===== config.mk =====
export PLATFORM = sky130hd
export DESIGN_NAME = ff_conv_reg_flat
export DESIGN_NICKNAME = d
export VERILOG_FILES = /design/src/rtl/ff_conv_pkg.sv /design/src/rtl/ff_conv_reg_if.sv /design/src/rtl/ff_bit_cell.sv /design/src/rtl/ff_conv_reg.sv /design/src/flat_wrapper.sv
export SDC_FILE = /design/constraint.sdc
export NUM_CORES = 1
export LEC_CHECK = 0
export CAP_MARGIN = 0
export CORE_UTILIZATION = 24
export CTS_CLUSTER_SIZE = 40
export DETAILED_ROUTE_END_ITERATION = 10
export PLACE_DENSITY = 0.53
export SLEW_MARGIN = 20
export SYNTH_ARGS = -nofsm -noshare
export SYNTH_HDL_FRONTEND = slang
export SYNTH_SLANG_ARGS = --single-unit

===== constraint.sdc =====
create_clock -name clk -period 3.5 [get_ports clk]
set_input_delay 0.35 -clock clk [delete_from_list [all_inputs] [get_ports clk]]
set_output_delay 0.35 -clock clk [all_outputs]
set_load 0.02 [all_outputs]

===== src/rtl/ff_conv_pkg.sv =====
// Shared mode encoding for the multi-mode flip-flop register bank.
package ff_conv_pkg;

    typedef logic [1:0] ff_mode_t;

    localparam ff_mode_t MODE_D  = 2'd0;
    localparam ff_mode_t MODE_T  = 2'd1;
    localparam ff_mode_t MODE_JK = 2'd2;
    localparam ff_mode_t MODE_SR = 2'd3;

endpackage : ff_conv_pkg


===== src/rtl/ff_conv_reg_if.sv =====
// Bus bundle for ff_conv_reg: data/control inputs and all registered outputs.
//
// Mode-change handshake: the requester raises mode_req with mode; the request
// is taken on any rising edge where busy is low. The register then shows busy
// and a one-cycle mode_ack for exactly one cycle, during which q holds and any
// further mode_req is dropped (no queueing). Updates under the new mode begin
// on the edge after that.
interface ff_conv_reg_if #(
    parameter int WIDTH = 4,
    parameter int CNT_W = 8
);
    import ff_conv_pkg::*;

    logic              en;
    logic [WIDTH-1:0]  a;
    logic [WIDTH-1:0]  b;
    logic              mode_req;
    ff_mode_t          mode;
    logic              err_clr;
    logic [WIDTH-1:0]  q;
    ff_mode_t          mode_cur;
    logic              busy;
    logic              mode_ack;
    logic              q_chg;
    logic [WIDTH-1:0]  err_bits;
    logic [CNT_W-1:0]  err_cnt;

    modport master (
        output en, a, b, mode_req, mode, err_clr,
        input  q, mode_cur, busy, mode_ack, q_chg, err_bits, err_cnt
    );

    modport slave (
        input  en, a, b, mode_req, mode, err_clr,
        output q, mode_cur, busy, mode_ack, q_chg, err_bits, err_cnt
    );

endinterface : ff_conv_reg_if


===== src/rtl/ff_bit_cell.sv =====
// Combinational next-state logic for one bit of the multi-mode register.
module ff_bit_cell
    import ff_conv_pkg::*;
(
    input  logic     q_cur,
    input  logic     a,
    input  logic     b,
    input  ff_mode_t mode,
    input  logic     upd,
    output logic     q_next,
    output logic     ill
);

    // Select next state by mode; hold whenever no update is allowed.
    always_comb begin
        q_next = q_cur;
        ill    = 1'b0;
        if (upd) begin
            case (mode)
                MODE_D:  q_next = a;
                MODE_T:  q_next = q_cur ^ a;
                MODE_JK: begin
                    case ({a, b})
                        2'b00:   q_next = q_cur;
                        2'b01:   q_next = 1'b0;
                        2'b10:   q_next = 1'b1;
                        default: q_next = ~q_cur;
                    endcase
                end
                default: begin
                    // S=R=1 is illegal: keep the bit and report it.
                    case ({a, b})
                        2'b10:   q_next = 1'b1;
                        2'b01:   q_next = 1'b0;
                        2'b11:   ill    = 1'b1;
                        default: q_next = q_cur;
                    endcase
                end
            endcase
        end
    end

endmodule : ff_bit_cell


===== src/rtl/ff_conv_reg.sv =====
// Multi-mode (D/T/JK/SR) register bank with clock enable, mode-change
// handshake, sticky SR-illegal flags and a saturating illegal-event counter.
module ff_conv_reg
    import ff_conv_pkg::*;
#(
    parameter int               WIDTH   = 4,
    parameter logic [WIDTH-1:0] RST_VAL = {WIDTH{1'b0}},
    parameter int               CNT_W   = 8
) (
    input  logic          clk,
    input  logic          rst,
    ff_conv_reg_if.slave  bus
);

    localparam logic [CNT_W-1:0] CNT_MAX = {CNT_W{1'b1}};
    localparam logic [CNT_W-1:0] CNT_ONE = CNT_W'(1);

    logic [WIDTH-1:0] q_q, q_d;
    ff_mode_t         mode_cur_q, mode_cur_d;
    logic             busy_q, busy_d;
    logic             mode_ack_q, mode_ack_d;
    logic             q_chg_q, q_chg_d;
    logic [WIDTH-1:0] err_bits_q, err_bits_d;
    logic [CNT_W-1:0] err_cnt_q, err_cnt_d;

    logic             upd;
    logic [WIDTH-1:0] q_next_w;
    logic [WIDTH-1:0] ill_w;
    logic             any_ill;

    assign upd     = bus.en & ~busy_q;
    assign any_ill = |ill_w;

    for (genvar i = 0; i < WIDTH; i++) begin : g_bit
        ff_bit_cell u_cell (
            .q_cur  (q_q[i]),
            .a      (bus.a[i]),
            .b      (bus.b[i]),
            .mode   (mode_cur_q),
            .upd    (upd),
            .q_next (q_next_w[i]),
            .ill    (ill_w[i])
        );
    end

    // Next state for data, change pulse and the one-cycle mode-settle handshake.
    always_comb begin
        q_d        = q_next_w;
        q_chg_d    = (q_next_w != q_q);
        mode_cur_d = mode_cur_q;
        busy_d     = 1'b0;
        mode_ack_d = 1'b0;
        if (bus.mode_req && !busy_q) begin
            mode_cur_d = bus.mode;
            busy_d     = 1'b1;
            mode_ack_d = 1'b1;
        end
    end

    // Sticky flags and saturating counter; a fresh event beats a same-cycle clear.
    always_comb begin
        err_bits_d = (bus.err_clr ? {WIDTH{1'b0}} : err_bits_q) | ill_w;
        err_cnt_d  = err_cnt_q;
        if (bus.err_clr) begin
            err_cnt_d = any_ill ? CNT_ONE : {CNT_W{1'b0}};
        end else if (any_ill && (err_cnt_q != CNT_MAX)) begin
            err_cnt_d = err_cnt_q + CNT_ONE;
        end
    end

    // State registers with asynchronous reset.
    always_ff @(posedge clk or posedge rst) begin
        if (rst) begin
            q_q        <= RST_VAL;
            mode_cur_q <= MODE_D;
            busy_q     <= 1'b0;
            mode_ack_q <= 1'b0;
            q_chg_q    <= 1'b0;
            err_bits_q <= {WIDTH{1'b0}};
            err_cnt_q  <= {CNT_W{1'b0}};
        end else begin
            q_q        <= q_d;
            mode_cur_q <= mode_cur_d;
            busy_q     <= busy_d;
            mode_ack_q <= mode_ack_d;
            q_chg_q    <= q_chg_d;
            err_bits_q <= err_bits_d;
            err_cnt_q  <= err_cnt_d;
        end
    end

    assign bus.q        = q_q;
    assign bus.mode_cur = mode_cur_q;
    assign bus.busy     = busy_q;
    assign bus.mode_ack = mode_ack_q;
    assign bus.q_chg    = q_chg_q;
    assign bus.err_bits = err_bits_q;
    assign bus.err_cnt  = err_cnt_q;

endmodule : ff_conv_reg

===== src/flat_wrapper.sv =====
// flat-port wrapper written by rule: the top's interface ports become plain ports
module ff_conv_reg_flat import ff_conv_pkg::*;
#(
    parameter int               WIDTH   = 4,
    parameter logic [WIDTH-1:0] RST_VAL = {WIDTH{1'b0}},
    parameter int               CNT_W   = 8
)
  (clk, rst, bus_en, bus_a, bus_b, bus_mode_req, bus_mode, bus_err_clr, bus_q, bus_mode_cur, bus_busy, bus_mode_ack, bus_q_chg, bus_err_bits, bus_err_cnt);
  ff_conv_reg_if #(.WIDTH(WIDTH), .CNT_W(CNT_W)) bus_i ();
  input  logic clk;
  input  logic rst;
  input wire logic [$bits(bus_i.en)-1:0] bus_en;
  input wire logic [$bits(bus_i.a)-1:0] bus_a;
  input wire logic [$bits(bus_i.b)-1:0] bus_b;
  input wire logic [$bits(bus_i.mode_req)-1:0] bus_mode_req;
  input wire logic [$bits(bus_i.mode)-1:0] bus_mode;
  input wire logic [$bits(bus_i.err_clr)-1:0] bus_err_clr;
  output wire logic [$bits(bus_i.q)-1:0] bus_q;
  output wire logic [$bits(bus_i.mode_cur)-1:0] bus_mode_cur;
  output wire logic [$bits(bus_i.busy)-1:0] bus_busy;
  output wire logic [$bits(bus_i.mode_ack)-1:0] bus_mode_ack;
  output wire logic [$bits(bus_i.q_chg)-1:0] bus_q_chg;
  output wire logic [$bits(bus_i.err_bits)-1:0] bus_err_bits;
  output wire logic [$bits(bus_i.err_cnt)-1:0] bus_err_cnt;
  assign bus_i.en = bus_en;
  assign bus_i.a = bus_a;
  assign bus_i.b = bus_b;
  assign bus_i.mode_req = bus_mode_req;
  assign bus_i.mode = bus_mode;
  assign bus_i.err_clr = bus_err_clr;
  assign bus_q = bus_i.q;
  assign bus_mode_cur = bus_i.mode_cur;
  assign bus_busy = bus_i.busy;
  assign bus_mode_ack = bus_i.mode_ack;
  assign bus_q_chg = bus_i.q_chg;
  assign bus_err_bits = bus_i.err_bits;
  assign bus_err_cnt = bus_i.err_cnt;
  ff_conv_reg #(.WIDTH(WIDTH), .RST_VAL(RST_VAL), .CNT_W(CNT_W)) u_core (.clk(clk), .rst(rst), .bus(bus_i));
endmodule

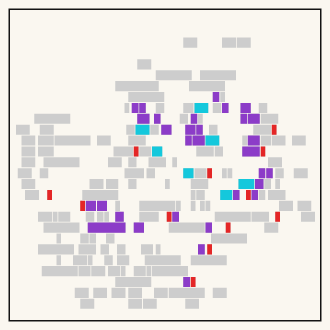
Fig. 1. Gate families picked out.
Drawn at 4 px/um.
family	color	cells
AND-OR and OR-AND gates	cyan	7
inverters	red	12
inverting AOI/OAI gates	purple	31
Comb area share: 41.56%
most numerous logic cell after layout: clkdlybuf4s50_1
final cell count without fillers: 251

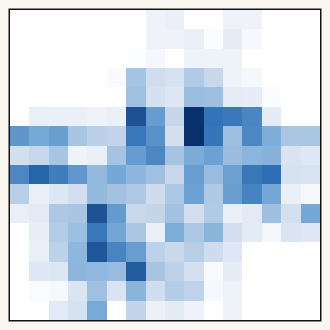
Fig. 2. Wiring heat map.
Drawn at 4 px/um. The die is cut into 16 by 16 equal tiles; white is low, dark blue is high, scaled to the fullest tile. Values are wire area over tile area, all layers added.
tiles over half the peak	15%
mean over tiles	0.082
emptiest ninth of the die	north-west
densest ninth of the die	center
wire per inst: 12.40 um
DR vias: 1154
GR Util All Layers: 10.71%

==> results.yml <==
# synthesis and place-and-route metrics
timing:
  setup_viol: 0
  tightest_slew_ns: 0.7698
  period_needed_ns: 2.169
  tns_ns: 0
die:
  die_area_sq_mm: 0.006009
  fp.dieW_um: 77.52
  core_sq_mm: 0.005507
power_and_ir_drop:
  seq-power_mw: 0.306
  swShare_pct: 32.00
logic_synthesis:
  syn_nets: 174
  avgSynthCellArea_sq_um: 9.125
  synth_top_area_share_pct: 36.56
  ys_area_sq_mm: 0.001369
  postSynth.asyncResetShare_pct: 100.0
worst_setup_path:
  worstSetupEndpointType: "flip-flop"
  cp_max_fo: 13
  slowest_delay_ns: 0.60
  crit_end: "u_core.bus.q_chg$_DFF_PP0_"
run_status:
  status: "completed"
placement:
  hpwl_um: 2318
layout:
  inv_count: 12
clocking:
  cts-root-buf: "clkbuf_8"
  clock_path_buffers: 2
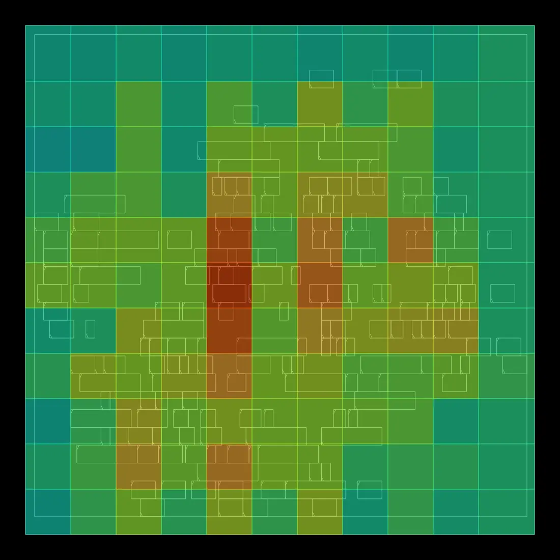
Fig. 3. Routing congestion.
gr busiest metal: met2
met1 Use GR: 14.67%

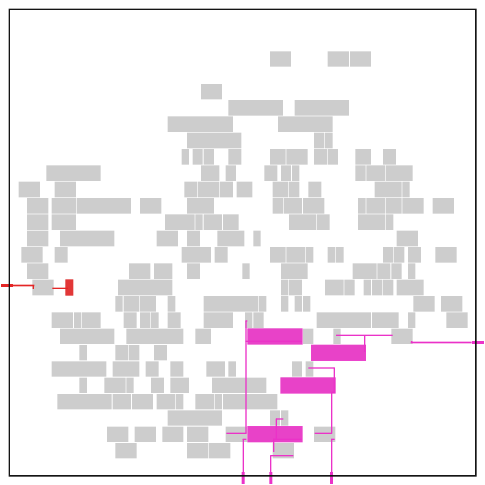
Fig. 4. Nets reached from selected ports.
Drawn at 6 px/um.
port	color	bits	direction	edge	end cells	buffers	wire
`bus_err_bits`	magenta	4	output	3 south, 1 east	4	4	102 um
`rst`	red	1	input	west	1	1	6.40 um
number of I/O pins: 36
number of I/O port buffers: 35

==> per-layer routing <==
metal	vias to the layer above	global-route usage, %	wire [um]
met5	-	0	0
met4	0	4.528	34
met1	539	14.67	1592
li1	587	-	-
met2	26	15.84	1300
met3	2	2.706	186
==> critical path, delay by kind of cell, from the launching register on <==
kind	cells	cell delay (ns)
simple gates	2	0.90
flops	1	0.60
compound gates	3	0.54
==> flip-flops by register name, summed over array words and instances, names as in the netlist <==
register	count
u_core.bus.err_bits	4
u_core.bus.q	4
u_core.bus.busy	1
u_core.bus.q_chg	1
u_core.bus.err_cnt	8
u_core.bus.mode_cur	2
==> stage by stage <==
stage                     util (%)  worst slack [ns]
after floorplan                  -             1.652
after detailed placement     31.56             1.115
final                        32.86             1.331
after global routing         32.86             1.207
after CTS                    32.86             1.307
after global placement       31.56             1.194
